Register map, names as in the netlist:
Drawn at 8 px/um. Other sequential cells in the stronger grey, the rest of the logic in the fainter grey.
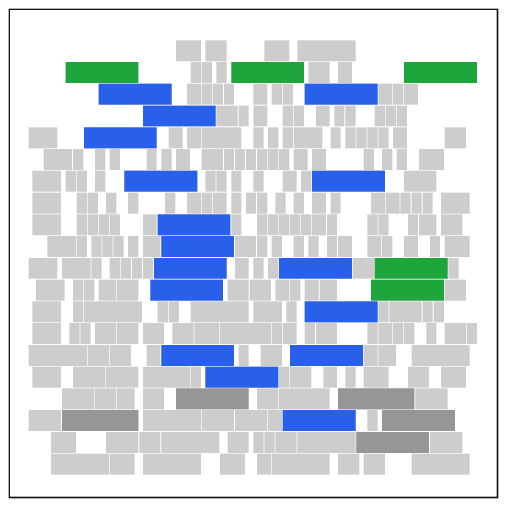
Clock network drawn from the DEF:
Drawn at 10 px/um.
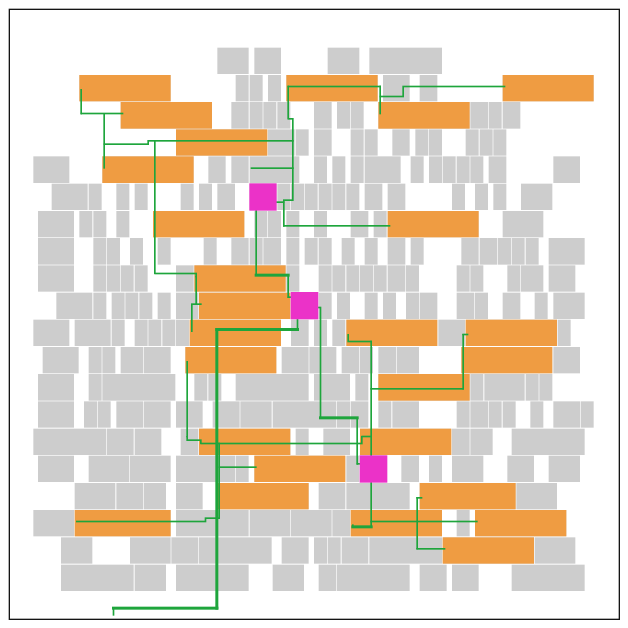
Placement by cell class:
Drawn at 8 px/um. Fill, decap, tap and diode cells in grey.
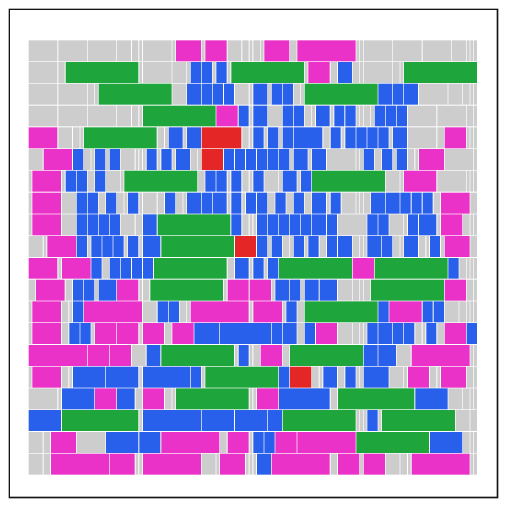
File: config.mk
export PLATFORM = sky130hd
export DESIGN_NAME = fp_addsub_issue_ctrl
export DESIGN_NICKNAME = d
export VERILOG_FILES = /design/src/rtl/fp_addsub_issue_ctrl.sv
export SDC_FILE = /design/constraint.sdc
export NUM_CORES = 1
export LEC_CHECK = 0
export ABC_AREA = 1
export CAP_MARGIN = 5
export CORE_MARGIN = 2
export CORE_UTILIZATION = 47
export CTS_CLUSTER_DIAMETER = 120
export DETAILED_ROUTE_END_ITERATION = 7
export PLACE_DENSITY = 0.79
export SYNTH_ARGS = -nofsm -noshare
export SYNTH_HDL_FRONTEND = slang
export SYNTH_SLANG_ARGS = --single-unit
export TNS_END_PERCENT = 50
File: constraint.sdc
create_clock -name clk -period 1.75 [get_ports clk]
set_input_delay 0.4375 -clock clk [delete_from_list [all_inputs] [get_ports clk]]
set_output_delay 0.4375 -clock clk [all_outputs]
set_load 0.05 [all_outputs]
File: src/rtl/fp_addsub_issue_ctrl.sv
// ============================================================================
// Module   : fp_addsub_issue_ctrl
// Brief    : Two-requester issue arbiter for the pipelined FP add/sub unit,
//            with a shadow tag pipeline for result tagging, RAW lookup and
//            selective flush of speculative (requester-0) ops.
//            Optional macro FPAS_SHADOW_CHECK_EN enables the sticky
//            shadow/unit consistency check on err.
// Revision : 1.0 - initial release
// ============================================================================
`default_nettype none

module fp_addsub_issue_ctrl #(
    parameter int LATENCY = 3,
    parameter int RD_W    = 5
) (
    input  logic                clk,
    input  logic                rst,
    input  logic                req0_valid,
    input  logic [RD_W-1:0]     req0_rd,
    input  logic                req0_fp_wr,
    output logic                req0_ready,
    input  logic                req1_valid,
    input  logic [RD_W-1:0]     req1_rd,
    input  logic                req1_fp_wr,
    output logic                req1_ready,
    output logic                grant_sel,
    output logic                unit_start,
    output logic                unit_en,
    output logic [LATENCY-1:0]  unit_clear,
    input  logic                unit_result,
    input  logic                wb_stall,
    input  logic                flush,
    output logic                res_valid,
    output logic                res_owner,
    output logic [RD_W-1:0]     res_rd,
    output logic                res_fp_wr,
    input  logic [RD_W-1:0]     hz_rd,
    output logic                hz_hit,
    output logic                busy,
    output logic                err
);

    typedef struct packed {
        logic            v;
        logic            owner;
        logic [RD_W-1:0] rd;
        logic            fp_wr;
    } slot_t;

    slot_t r_s [LATENCY];
    logic  r_flush_pend;
    logic  r_last_grant;

    logic  w_stall;
    logic  w_flush_act;
    logic  w_issue;
    logic  w_winner;
    logic  w_advance;
    slot_t w_new;
    logic  w_hz_hit;
    logic  w_busy;

    assign w_stall     = wb_stall & r_s[LATENCY-1].v;
    assign unit_en     = ~w_stall;
    assign w_flush_act = (flush | r_flush_pend) & ~w_stall;

    // Both valid: the requester not granted last time wins.
    assign w_winner = (req0_valid & req1_valid) ? ~r_last_grant : req1_valid;
    assign w_issue  = unit_en & ~w_flush_act & ~r_flush_pend & (req0_valid | req1_valid);

    assign req0_ready = w_issue & ~w_winner;
    assign req1_ready = w_issue &  w_winner;
    assign unit_start = w_issue;
    assign grant_sel  = w_issue ? w_winner : r_last_grant;

    always_comb begin
        w_new       = '0;
        w_new.v     = 1'b1;
        w_new.owner = w_winner;
        w_new.rd    = w_winner ? req1_rd    : req0_rd;
        w_new.fp_wr = w_winner ? req1_fp_wr : req0_fp_wr;
    end

    // Clearing a stage kills the op moving into it; only speculative ops die.
    assign unit_clear[0] = w_flush_act;
    generate
        for (genvar gi = 1; gi < LATENCY; gi++) begin : g_clear
            assign unit_clear[gi] = w_flush_act & r_s[gi-1].v & ~r_s[gi-1].owner;
        end
    endgenerate

    assign w_advance = unit_en | (|unit_clear);

    always_ff @(posedge clk or posedge rst) begin
        if (rst) begin
            for (int i = 0; i < LATENCY; i++) begin
                r_s[i] <= '0;
            end
            r_flush_pend <= 1'b0;
            r_last_grant <= 1'b1;
        end else begin
            if (w_advance) begin
                r_s[0] <= (w_issue && !unit_clear[0]) ? w_new : '0;
                for (int i = 1; i < LATENCY; i++) begin
                    r_s[i] <= unit_clear[i] ? '0 : r_s[i-1];
                end
            end
            if (w_flush_act) begin
                r_flush_pend <= 1'b0;
            end else if (flush && w_stall) begin
                r_flush_pend <= 1'b1;
            end
            if (w_issue) begin
                r_last_grant <= w_winner;
            end
        end
    end

    always_comb begin
        w_hz_hit = 1'b0;
        w_busy   = 1'b0;
        for (int i = 0; i < LATENCY; i++) begin
            w_busy   = w_busy | r_s[i].v;
            w_hz_hit = w_hz_hit | (r_s[i].v & r_s[i].fp_wr & (r_s[i].rd == hz_rd));
        end
    end

    assign hz_hit    = w_hz_hit;
    assign busy      = w_busy;
    assign res_valid = r_s[LATENCY-1].v;
    assign res_owner = r_s[LATENCY-1].owner;
    assign res_rd    = r_s[LATENCY-1].rd;
    assign res_fp_wr = r_s[LATENCY-1].fp_wr;

`ifdef FPAS_SHADOW_CHECK_EN
    logic r_err;

    always_ff @(posedge clk or posedge rst) begin
        if (rst) begin
            r_err <= 1'b0;
        end else if (unit_result != r_s[LATENCY-1].v) begin
            r_err <= 1'b1;
        end
    end

    assign err = r_err;
`else
    logic w_unused_result;
    assign w_unused_result = unit_result;
    assign err             = 1'b0;
`endif

endmodule

`default_nettype wire
==> qor.log <==
INFO  global_routing first_pass_grt_wire_length=6120um
INFO  critical_path  setup.worst_path.class=reg2out
INFO  critical_path  worst-endpoint-arrival=1.41ns
INFO  yosys          synth_top_cell_by_count=sky130_fd_sc_hd__nand2_1
INFO  clocking       worst_setup_hold_path_clk_slew=0.14ns
INFO  yosys          ys_dominant_reg_cell=sky130_fd_sc_hd__dfrtp_1
INFO  cells_and_area finish.instance_area=2270um2
INFO  clocking       ctsLongestPathBuffers=2
INFO  sta            totalNegativeSetupSlack=-0.608ns
INFO  global_routing grt_overflow=0
INFO  status         run_status=finished with violations
INFO  route          route.detailed.wl_per_inst=11.1um
INFO  critical_path  cell_repeated_most_along_the_worst_path=sky130_fd_sc_hd__nand2_4
INFO  placement      place.detailed.hpwl=2440um
INFO  critical_path  critical_path.top_delay_family=flip-flops
INFO  yosys          yosysTopAreaCell=sky130_fd_sc_hd__dfrtp_1
INFO  sta            timing.clock.skew=0.00349ns
INFO  floorplan      core_area=3050um2
INFO  placement      place_congestion=0.843
INFO  route          drt_drc_violations_left=0
INFO  power          finalPower=2.87mW
INFO  floorplan      core_util_floorplan=49.8%
INFO  critical_path  critical_path_peak_fanout=3
INFO  yosys          top_cells_by_count=86 x sky130_fd_sc_hd__nand2_1, 30 x sky130_fd_sc_hd__inv_1, 25 x sky130_fd_sc_hd__dfrtp_1
INFO  cells_and_area syn2layout_area_growth=49.7%
INFO  critical_path  critical_path.n_buffers_inverters=3
INFO  sta            postLayoutSetupSlackWorst=-0.0935ns
INFO  cells_and_area count_of_placed_standard_cells_in_the_final_layout_fillers_left_out=315
INFO  yosys          async_flop_share=100%
INFO  power          p_leak=1.19nW
INFO  run            tool_warnings=30
INFO  sta            max_freq=542MHz
INFO  floorplan      die-height=60.9um
INFO  sta            final-setup-viol-count=8
INFO  yosys          synth.net_count=240
INFO  sta            slew_violations=0
INFO  yosys          yosysWarnings=0
INFO  yosys          netlist_area=1520um2
INFO  power          worst_ir_drop_vdd=0.000764V
INFO  clocking       cts.htree.levels=1
INFO  clocking       tritoncts=done
INFO  route          route.antenna.remaining_nets=0
INFO  global_routing number_of_global_route_vias_before_repair=1463
INFO  critical_path  critical_path_cell_list=nand2_2 -> nand2_4 -> inv_4 -> nand2_4 -> clkinvlp_4 -> buf_12
INFO  route          wl=3500um
INFO  floorplan      die_width=60.9um
INFO  min_path       hold_path.class=in2async
INFO  route          detailedRoute.firstIterationViolations=79
INFO  placement      preCtsSetupSlack=-0.366ns
INFO  cells_and_area fin_util=74.5%
INFO  global_routing antenna_found_initial=0
INFO  yosys          ys_area=1520um2
INFO  yosys          synth-edff-count=0
INFO  placement      placed_cells=302
INFO  critical_path  critical_path.max_stage_delay=0.56ns
INFO  sta            report.final.hold_viol_count=0
INFO  yosys          top_cell_type_s_share_of_synthesized_area=41.2%
INFO  placement      dpl-instance-area=2120um2
INFO  clocking       cts_buffers=3
INFO  sta            fin_crit=1.84ns
INFO  yosys          syn_inst=216
INFO  yosys          numSynthFlops=26
INFO  critical_path  cell_with_the_largest_stage_delay_on_the_worst_path=sky130_fd_sc_hd__dfstp_2
INFO  global_routing grt_max_degree=33
INFO  critical_path  critical_path.endpoint_type=output pin
INFO  status         violations=negative setup slack
INFO  yosys          synth-seq-area-share=42.9%
INFO  clocking       worst_skew_pair.late_latency=0.32ns
INFO  yosys          area_leaders=sky130_fd_sc_hd__dfrtp_1 41%, sky130_fd_sc_hd__nand2_1 21%, sky130_fd_sc_hd__inv_1 7.4%, sky130_fd_sc_hd__nand3_1 5.6%, sky130_fd_sc_hd__o21ai_0 5.3%
INFO  clocking       cts_root_buf=sky130_fd_sc_hd__clkbuf_4
INFO  floorplan      die_area=3700um2
INFO  global_routing total_track_usage=22.4%
INFO  route          post_drt_via_cell_ratio=4.76
INFO  floorplan      io_pins=43
INFO  sta            finalHoldWorstSlack=0.477ns
INFO  power          power.density=1260nW/um2
INFO  critical_path  timing.critical_path.required=1.31ns
INFO  clocking       cts_num_sinks=26
INFO  yosys          ys_cells=216
INFO  route          firstDrtPassIters=5
INFO  sta            fin_crit_sh=105%
INFO  yosys          synth.avg_cell_area=7.03um2
INFO  floorplan      placementRows=20
About 'register map, names as in the netlist':
- blue: r_s (sequential cells 16)
- green: res_rd (sequential cells 5)
- not coloured: 5

About 'clock network drawn from the DEF':
- orange: flip-flops (count 26)
- magenta: clock drivers (count 3)
- green: clock wires (length 309 um)
- routed clock nets: 4

About 'placement by cell class':
- red: clock drivers and dummy loads (cells 4; share of their area 1.6%)
- blue: combinational and other logic (cells 179; share of their area 39%)
- magenta: other buffers and delay cells (cells 62; share of their area 30%)
- green: flops (cells 26; share of their area 29%)

## power by group
| part | total, mW | leakage [nW] | internal, mW | switching, mW |
|---|---|---|---|---|
| Combinational | 1.69 | 0.829 | 0.689 | 1.00 |
| Sequential | 0.881 | 0.343 | 0.764 | 0.117 |
| Clock | 0.303 | 0.0210 | 0.127 | 0.176 |
| Total | 2.87 | 1.19 | 1.58 | 1.29 |
## kinds of logic after synthesis
group | count (synthesis) | synth area share (%)
AOI/OAI and AO/OA | 20 | 7.08
buffers and inverters | 44 | 13.3
DFF | 26 | 42.9
other | 1 | 0.247
and+or+nand+nor | 125 | 36.5
## state kept, by name (all words and copies together) (netlist names)
signal        cells
r_s              16
r_last_grant      1
r_flush_pend      1
res_fp_wr         1
res_rd            5
res_valid         1
res_owner         1
## cells in the final DEF (no fill, tap or decap), types with 2 or more instances in the layout
| master | instances |
|---|---|
| sky130_fd_sc_hd__buf_12 | 11 |
| sky130_fd_sc_hd__buf_4 | 27 |
| sky130_fd_sc_hd__buf_6 | 2 |
| sky130_fd_sc_hd__clkbuf_4 | 3 |
| sky130_fd_sc_hd__clkdlybuf4s50_1 | 13 |
| sky130_fd_sc_hd__dfrtp_1 | 24 |
| sky130_fd_sc_hd__dlygate4sd2_1 | 8 |
| sky130_fd_sc_hd__inv_1 | 25 |
| sky130_fd_sc_hd__inv_2 | 3 |
| sky130_fd_sc_hd__inv_4 | 3 |
| sky130_fd_sc_hd__nand2_1 | 81 |
| sky130_fd_sc_hd__nand2_2 | 2 |
| sky130_fd_sc_hd__nand2_4 | 5 |
| sky130_fd_sc_hd__nand3_1 | 16 |
| sky130_fd_sc_hd__nand3_4 | 2 |
| sky130_fd_sc_hd__nor2_1 | 12 |
| sky130_fd_sc_hd__nor2_4 | 4 |
| sky130_fd_sc_hd__o21ai_0 | 14 |
| sky130_fd_sc_hd__o21ai_1 | 3 |
## per-layer routing
metal	wire, um	track usage (%)	up-vias
met4	65	10.2	0
li1	-	-	761
met2	1730	37.8	47
met3	161	4.69	6
met1	1540	27.5	686
met5	0	0	-
## path summary, 6_finish.rpt
path | end | startpoint | cells after the start | slack (ns)
setup / recovery | req1_ready | r_last_grant$_DFF_PP1_ | 6 | -0.09
hold / removal | res_owner$_DFFE_PP0P_ | rst | 3 | 0.48
setup reg to reg | r_s[15]$_DFFE_PP0P_ | res_valid$_DFFE_PP0P_ | 8 | 0.34
hold reg to reg | r_s[14]$_DFFE_PP0P_ | r_s[22]$_DFFE_PP0P_ | 2 | 0.53
max in group asynchronous | r_last_grant$_DFF_PP1_ | rst | 3 | 0.98
min in group clk | r_s[14]$_DFFE_PP0P_ | r_s[22]$_DFFE_PP0P_ | 2 | 0.53
## cell type report
type                            count  area (um2)
Timing Repair Buffer               62         656
Multi-Input combinational cell    146         733
Inverter                           33         140
Clock buffer                        4        36.3
Sequential cell                    26         653
Fill cell                         260         779
Tap cell                           44        55.1
## timing repair
| action | CTS | global route |
|---|---|---|
| hold buffers | 0 | 0 |
| resized | 27 | 5 |
| buffers inserted | 7 | 2 |
| endpoints found under the setup margin | 9 | 10 |
| pin swaps | 9 | 9 |
| hold endpoints to repair | 0 | 0 |
No activity file was given, so power comes from the tool's default toggle rates.
